ff_map.png
Scale bar: 20 um. Other sequential cells in the stronger gray, the rest of the logic in the fainter gray.
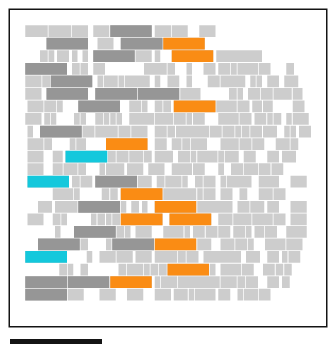
sizing.png
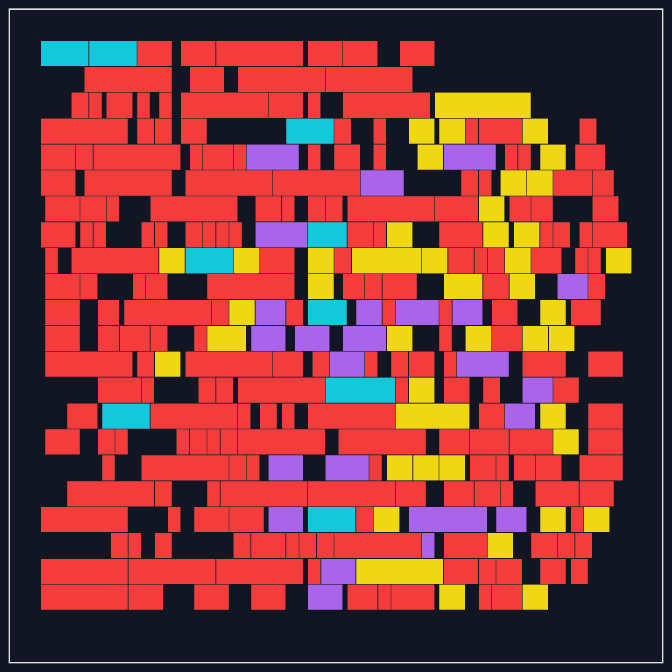
layers.png
Two of the layers only.
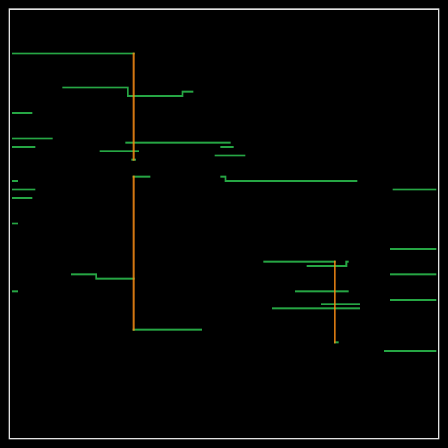
congestion_map.png
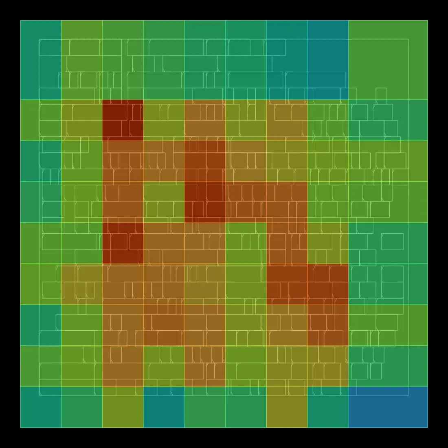
gates.png
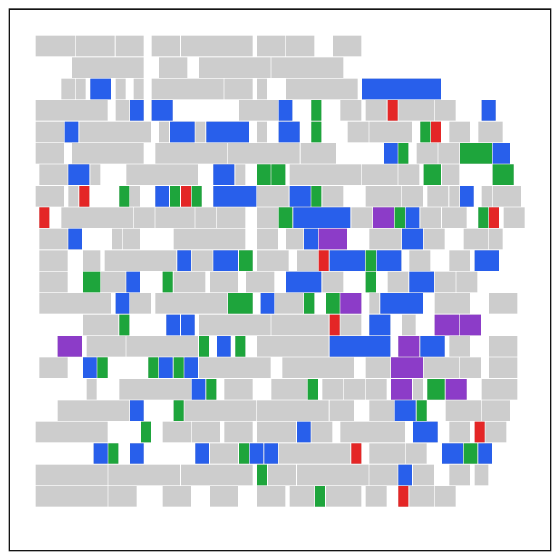
[src/rtl/fxp_pkg.sv]
// Shared fixed-point definitions: Q-format widths, signed bounds and accumulator state encoding.
package fxp_pkg;

  function automatic int unsigned q_width(int unsigned i_bits, int unsigned f_bits);
    return i_bits + f_bits;
  endfunction

  // Raw-integer bounds of a signed Q(i.f) word.
  function automatic longint q_max(int unsigned i_bits, int unsigned f_bits);
    return (longint'(1) <<< (i_bits + f_bits - 1)) - 1;
  endfunction

  function automatic longint q_min(int unsigned i_bits, int unsigned f_bits);
    return -(longint'(1) <<< (i_bits + f_bits - 1));
  endfunction

  localparam int unsigned IN_I_DEF  = 5;
  localparam int unsigned IN_F_DEF  = 3;
  localparam int unsigned ACC_I_DEF = 8;
  localparam int unsigned ACC_F_DEF = 3;

  localparam logic ST_ACCUM = 1'b0;
  localparam logic ST_HOLD  = 1'b1;

  typedef enum logic {
    StAccum = ST_ACCUM,
    StHold  = ST_HOLD
  } acc_state_e;

endpackage

[src/rtl/fxp_accumulator_if.sv]
// Input sample stream and output frame stream of the fixed-point accumulator.
interface fxp_accumulator_if #(
  parameter int unsigned IN_W  = 8,
  parameter int unsigned ACC_W = 11
);
  logic             in_valid;
  logic             in_ready;
  logic [IN_W-1:0]  in_data;
  logic             in_ovf;
  logic             in_unf;
  logic             out_valid;
  logic             out_ready;
  logic [ACC_W-1:0] out_data;
  logic             out_sat;
  logic             out_ovf;
  logic             out_unf;

  // Producer/consumer side.
  modport master (
    output in_valid, in_data, in_ovf, in_unf, out_ready,
    input  in_ready, out_valid, out_data, out_sat, out_ovf, out_unf
  );

  // Accumulator side.
  modport slave (
    input  in_valid, in_data, in_ovf, in_unf, out_ready,
    output in_ready, out_valid, out_data, out_sat, out_ovf, out_unf
  );
endinterface

[src/rtl/fxp_sat_add.sv]
// Combinational signed saturating adder; sat_o flags a clamp to either bound.
module fxp_sat_add #(
  parameter int unsigned W = 11
) (
  input  logic signed [W-1:0] a_i,
  input  logic signed [W-1:0] b_i,
  output logic signed [W-1:0] sum_o,
  output logic                sat_o
);
  logic [W:0] wide;

  always_comb begin
    wide  = {a_i[W-1], a_i} + {b_i[W-1], b_i};
    // The two top bits disagree only when the true sum left the W-bit range.
    sat_o = wide[W] ^ wide[W-1];
    if (!sat_o) begin
      sum_o = wide[W-1:0];
    end else if (wide[W]) begin
      sum_o = {1'b1, {(W-1){1'b0}}};
    end else begin
      sum_o = {1'b0, {(W-1){1'b1}}};
    end
  end
endmodule

[src/rtl/fxp_accumulator.sv]
// Sums LEN signed Q(IN_I.IN_F) samples into a saturating Q(ACC_I.ACC_F) frame sum with sticky flags.
module fxp_accumulator
  import fxp_pkg::*;
#(
  parameter int unsigned IN_I  = IN_I_DEF,
  parameter int unsigned IN_F  = IN_F_DEF,
  parameter int unsigned ACC_I = ACC_I_DEF,
  parameter int unsigned ACC_F = ACC_F_DEF,
  parameter int unsigned LEN   = 4
) (
  input logic               clk,
  input logic               rst_n,
  input logic               clear_i,
  fxp_accumulator_if.slave  bus
);
  localparam int unsigned ACC_W = q_width(ACC_I, ACC_F);
  localparam int unsigned SHIFT = ACC_F - IN_F;
  localparam int unsigned CNT_W = $clog2(LEN + 1);

  acc_state_e              state_q;
  logic signed [ACC_W-1:0] acc_q;
  logic [CNT_W-1:0]        count_q;
  logic                    sat_q, ovf_q, unf_q;
  logic                    out_valid_q;
  logic [ACC_W-1:0]        out_data_q;
  logic                    out_sat_q, out_ovf_q, out_unf_q;

  logic signed [ACC_W-1:0] aligned;
  logic signed [ACC_W-1:0] sum;
  logic                    sum_sat;
  logic                    accept;
  logic                    last;

  // Sign-extend to the accumulator integer width, then line up the binary point.
  assign aligned = ACC_W'(signed'(bus.in_data)) <<< SHIFT;

  fxp_sat_add #(
    .W (ACC_W)
  ) u_sat_add (
    .a_i   (acc_q),
    .b_i   (aligned),
    .sum_o (sum),
    .sat_o (sum_sat)
  );

  assign bus.in_ready = (state_q == StAccum);
  assign accept       = bus.in_valid & (state_q == StAccum);
  assign last         = (count_q == CNT_W'(LEN - 1));

  always_ff @(posedge clk or negedge rst_n) begin
    if (!rst_n) begin
      state_q     <= StAccum;
      acc_q       <= '0;
      count_q     <= '0;
      sat_q       <= 1'b0;
      ovf_q       <= 1'b0;
      unf_q       <= 1'b0;
      out_valid_q <= 1'b0;
      out_data_q  <= '0;
      out_sat_q   <= 1'b0;
      out_ovf_q   <= 1'b0;
      out_unf_q   <= 1'b0;
    end else if (clear_i) begin
      // Flush wins over any sample offered in the same cycle.
      state_q     <= StAccum;
      acc_q       <= '0;
      count_q     <= '0;
      sat_q       <= 1'b0;
      ovf_q       <= 1'b0;
      unf_q       <= 1'b0;
      out_valid_q <= 1'b0;
      out_data_q  <= '0;
      out_sat_q   <= 1'b0;
      out_ovf_q   <= 1'b0;
      out_unf_q   <= 1'b0;
    end else begin
      unique case (state_q)
        StAccum: begin
          if (accept) begin
            if (last) begin
              out_data_q  <= sum;
              out_sat_q   <= sat_q | sum_sat;
              out_ovf_q   <= ovf_q | bus.in_ovf;
              out_unf_q   <= unf_q | bus.in_unf;
              out_valid_q <= 1'b1;
              acc_q       <= '0;
              count_q     <= '0;
              sat_q       <= 1'b0;
              ovf_q       <= 1'b0;
              unf_q       <= 1'b0;
              state_q     <= StHold;
            end else begin
              acc_q   <= sum;
              count_q <= count_q + CNT_W'(1);
              sat_q   <= sat_q | sum_sat;
              ovf_q   <= ovf_q | bus.in_ovf;
              unf_q   <= unf_q | bus.in_unf;
            end
          end
        end
        StHold: begin
          if (bus.out_ready) begin
            out_valid_q <= 1'b0;
            state_q     <= StAccum;
          end
        end
        default: state_q <= StAccum;
      endcase
    end
  end

  assign bus.out_valid = out_valid_q;
  assign bus.out_data  = out_data_q;
  assign bus.out_sat   = out_sat_q;
  assign bus.out_ovf   = out_ovf_q;
  assign bus.out_unf   = out_unf_q;
endmodule

[src/flat_wrapper.sv]
// flat-port wrapper written by rule: the top's interface ports become plain ports
module fxp_accumulator_flat import fxp_pkg::*;
#(
  parameter int unsigned IN_I  = IN_I_DEF,
  parameter int unsigned IN_F  = IN_F_DEF,
  parameter int unsigned ACC_I = ACC_I_DEF,
  parameter int unsigned ACC_F = ACC_F_DEF,
  parameter int unsigned LEN   = 4
)
  (clk, rst_n, clear_i, bus_in_valid, bus_in_data, bus_in_ovf, bus_in_unf, bus_out_ready, bus_in_ready, bus_out_valid, bus_out_data, bus_out_sat, bus_out_ovf, bus_out_unf);
  fxp_accumulator_if #(.IN_W(8), .ACC_W(11)) bus_i ();
  input logic clk;
  input logic rst_n;
  input logic clear_i;
  input wire logic [$bits(bus_i.in_valid)-1:0] bus_in_valid;
  input wire logic [$bits(bus_i.in_data)-1:0] bus_in_data;
  input wire logic [$bits(bus_i.in_ovf)-1:0] bus_in_ovf;
  input wire logic [$bits(bus_i.in_unf)-1:0] bus_in_unf;
  input wire logic [$bits(bus_i.out_ready)-1:0] bus_out_ready;
  output wire logic [$bits(bus_i.in_ready)-1:0] bus_in_ready;
  output wire logic [$bits(bus_i.out_valid)-1:0] bus_out_valid;
  output wire logic [$bits(bus_i.out_data)-1:0] bus_out_data;
  output wire logic [$bits(bus_i.out_sat)-1:0] bus_out_sat;
  output wire logic [$bits(bus_i.out_ovf)-1:0] bus_out_ovf;
  output wire logic [$bits(bus_i.out_unf)-1:0] bus_out_unf;
  assign bus_i.in_valid = bus_in_valid;
  assign bus_i.in_data = bus_in_data;
  assign bus_i.in_ovf = bus_in_ovf;
  assign bus_i.in_unf = bus_in_unf;
  assign bus_i.out_ready = bus_out_ready;
  assign bus_in_ready = bus_i.in_ready;
  assign bus_out_valid = bus_i.out_valid;
  assign bus_out_data = bus_i.out_data;
  assign bus_out_sat = bus_i.out_sat;
  assign bus_out_ovf = bus_i.out_ovf;
  assign bus_out_unf = bus_i.out_unf;
  fxp_accumulator #(.IN_I(IN_I), .IN_F(IN_F), .ACC_I(ACC_I), .ACC_F(ACC_F), .LEN(LEN)) u_core (.clk(clk), .rst_n(rst_n), .clear_i(clear_i), .bus(bus_i));
endmodule
[config.mk]
export PLATFORM = sky130hd
export DESIGN_NAME = fxp_accumulator_flat
export DESIGN_NICKNAME = d
export VERILOG_FILES = /design/src/rtl/fxp_pkg.sv /design/src/rtl/fxp_accumulator_if.sv /design/src/rtl/fxp_sat_add.sv /design/src/rtl/fxp_accumulator.sv /design/src/flat_wrapper.sv
export SDC_FILE = /design/constraint.sdc
export NUM_CORES = 1
export LEC_CHECK = 0
export CAP_MARGIN = 20
export CORE_MARGIN = 3
export CORE_UTILIZATION = 54
export CTS_CLUSTER_SIZE = 16
export DETAILED_ROUTE_END_ITERATION = 6
export PLACE_DENSITY_LB_ADDON = 0.25
export SYNTH_ARGS = -nofsm -noshare
export SYNTH_HDL_FRONTEND = slang
export SYNTH_SLANG_ARGS = --single-unit
[constraint.sdc]
create_clock -name clk -period 2.5 [get_ports clk]
set_input_delay 0.375 -clock clk [delete_from_list [all_inputs] [get_ports clk]]
set_output_delay 0.375 -clock clk [all_outputs]
set_load 0.01 [all_outputs]
==> out/metrics.yaml <==
status:
  outcome: "finished clean"
yosys:
  ys_chip_area_um2: 2110
  topCellsByArea: "dfrtp_1, ha_1, nand2_1, o21ai_0, nor3_2"
  synth_warnings: 0
  fp_nets: 248
  synth.most_common_cell: "dfrtp_1"
  ys_ff: 33
  synthMuxAreaShare_pct: 0
  simple_gate_area_share_pct: 21.95
  synth_adder_area_share_pct: 8.066
  synth-seq-area-share_pct: 39.15
  common_cells: "dfrtp_1, nand2_1, o21ai_0"
  synthArstFlopShare_pct: 100.0
  netlist.area_leader.share_pct: 39.15
  synth_cell_type_count: 57
  syn_area_per_cell_um2: 9.589
  aoi_share_pct: 23.43
  yosys_cells: 220
  ys_sh_xor_pct: 1.661
  synth_area_um2: 2110
  edf_count: 0
  ff_type: "dfrtp_1"
  top_area_cell: "dfrtp_1"
  syn_inst: 220
  synthTopLogicFamily: "AND-OR/OR-AND gates"
power_and_ir_drop:
  powerClk_w: 0.000397
  power.total_w: 0.002363
  p_sw_w: 0.0009197
  pwr-share-comb_pct: 55.3
  p_comb_w: 0.00131
  seqPwrFrac_pct: 27.9
  powerSeq_w: 0.000660
  p_int_w: 0.001443
  clkPwrFrac_pct: 16.8
  power_leader: "combinational cells"
  vdd_drop_max_v: 0.0005352
  powerDensity_nw_per_um2: 830.1
  sw_frac_of_total_pct: 38.93
  cellLeakagePower_nw: 1.282
final_layout:
  clkCellAreaFrac_pct: 3.033
  fillers: 251
  logic_gate_count: 167
  fin_cells: 337
  drive_above_1_share_pct: 26.64
  largestClassByArea: "multi-input combinational cells"
  flops: 33
  bufAreaShareNonClock_pct: 21.98
  antenna_cells: 0
  sh_seq_area_pct: 29.01
  logic_area_um2: 1207
  final_nets: 317
  comb_share_pct: 42.42
  clkbuf_count: 7
  n_all_inverters: 11
placed_design:
  place_ws_ns: -0.5261
  port_buffers: 30
  place_inst: 326
  hpwlAfterDp_mm: 3.704
  gp_congestion: 0.8389
setup_path:
  cp-startpoint: "u_core.acc_q[0]"
  worstReg2RegEnd: "u_core.bus.out_data[7]"
  crit_required_ns: 2.69
  crit_chain: "ha_4 > inv_2 > fa_2 > and2b_1 > o2111ai_2 > a21o_1 > a211oi_4 > buf_6 > nor2_4 > a311oi_2"
  crit_arrival_ns: 2.64
  cp_top_family: "AND-OR/OR-AND gates"
  slowest_delay_ns: 0.39
  end_kind: "register"
  cp_num_cells: 10
  startpoint_type: "register"
  reg2reg_slack_ns: 0.05
  r2r.worst_path.cells: 10
  crit_buf_inv: 2
  crit_fanout: 3
  slowest_stage: "dfrtp_1"
  r2r_start: "u_core.acc_q[0]"
  endpoint: "u_core.bus.out_data[7]"
  path_class: "register to register"
cts:
  hold_buffers: 0
  clk_pin_slew_ns: 0.07
  cts_tree: "built"
  htree_levels: 2
  cts_root_buffer: "clkbuf_8"
  cts_buffers: 5
  clkSinkCount: 33
  clockBufferDepth: 2
  clock_latency_ns: 0.29
route:
  vias: 1909
  drcViolationCount: 0
  vias_per_cell: 5.665
  detail_route.first_pass.iterations: 4
  ant_nets: 0
  drt-total-wl_mm: 5.208
  wl_per_cell_um: 15.45
  drtIter0Drc: 101
final_timing:
  relSlewSlack_pct: 36.53
  final_max_slew_viol_count: 0
  rsz0062_at_grt: "true"
  fmax_mhz: 407.5
  setup_violations: 0
  fin_crit_sh_pct: 98.17
  worstMarginPinSlew_ns: 0.9485
  finClkSkew_ns: 0.007076
  period_needed_ns: 2.454
  hold_viol: 0
min_path:
  hp-start: "u_core.sat_q"
  min_path_type: "register to register"
  holdPathStages: 2
  hold_end: "u_core.sat_q"
die:
  core-area_um2: 3716
  dieArea_um2: 4692
  die.size.y_um: 68.50
  n_tap_cell: 48
  fp-utilization_pct: 56.77
  die_w_um: 68.50
  io_pins: 31
  rows: 22
global_routing:
  antenna_found_initial: 0
  grt_first_pass_wirelength_mm: 8.259
  grt_max_degree: 34
  gr-total-overflow: 0
  grt_util_all_layers_pct: 23.70
  grt_pass1_vias: 1789
flow_run:
  max_cap_violations: 0
  warnings: 27
Notes on ff_map.png above:
| color | netlist name | sequential cells |
|---|---|---|
| orange | u_core.acc_q | 11 |
| cyan | u_core.count_q | 3 |
final core utilization: 76.60%
total area of sequential cells: 825.8 um2

Notes on sizing.png above:
| color | size | cells |
|---|---|---|
| red | x1 and smaller | 212 |
| cyan | x6 and larger | 9 |
| purple | x2 | 24 |
| yellow | x3 and x4 | 44 |
design area: 2846 um2
Area growth syn-to-layout: 34.93%
Signal buffers: 71
Final Worst Setup Slack: 0.04584 ns

Notes on layers.png above:
| color | layer | wire length |
|---|---|---|
| orange | M4 | 54.4 um |
| green | M3 | 222 um |

Notes on congestion_map.png above:
routing usage on met3: 5.024%
global routing usage on met2: 39.69%
most used routing layer in global routing: met2

Notes on gates.png above:
| color | family | cells | most used |
|---|---|---|---|
| green | nand cells | 41 | nand2_1 |
| blue | aoi and oai cells | 56 | o21ai_0 |
| purple | non-inverting ao/oa cells | 10 | a21o_1 |
| red | inv cells | 11 | inv_1 |

layout by cell type (no fill, tap or decap), types with 4 or more instances in the layout:
master | netlist | layout
buf_4 | 1 | 38
dfrtp_1 | 33 | 33
nand2_1 | 29 | 29
clkdlybuf4s50_1 | 0 | 28
nor2_1 | 16 | 16
o21ai_0 | 17 | 14
inv_1 | 11 | 10
ha_1 | 12 | 10
a21oi_1 | 11 | 9
nor3_2 | 7 | 7
o21ai_1 | 4 | 7
nand3_1 | 6 | 6
clkbuf_8 | 0 | 6
nor3_1 | 5 | 5
a21o_1 | 4 | 4
o211ai_1 | 4 | 4
a211oi_1 | 4 | 4
sequential cells by signal, indices dropped and copies added (netlist names):
register	flops
u_core.acc_q	11
u_core.bus.out_data	11
u_core.count_q	3
u_core.bus.out_ovf	1
u_core.bus.out_sat	1
u_core.bus.out_unf	1
u_core.bus.out_valid	1
u_core.ovf_q	1
u_core.sat_q	1
u_core.state_q	1
u_core.unf_q	1
worst min-delay path: stages (launching register included):
cell     delay, ns
dfrtp_1       0.34
nand2_1       0.04
o21ai_0       0.06
stage by stage:
| stage | area [um2] | hold WS (ns) | TNS (ns) |
|---|---|---|---|
| floorplan | 2110 | 0.07941 | 0 |
| finish | 2846 | 0.4801 | 0 |
| CTS | 2804 | 0.4860 | 0 |
| detailed placement | 2680 | 0.4724 | -9.406 |
| global route | 2846 | 0.5134 | -0.1656 |
| global placement | 2680 | 0.4681 | -7.748 |
metal layers:
layer  wire length, um  up-vias  global-route usage (%)
met1              2348      924                   30.79
li1                  -      938                       -
met3               221        7                   5.024
met4                54        0                   6.948
met5                 0        -                       0
met2              2584       40                   39.69
repair_timing:
item,in CTS,in global routing
setup buffers,1,3
endpoints found under the setup margin,22,22
pin swaps,6,7
gates resized,11,6
Power is estimated from default activity; no workload was simulated.
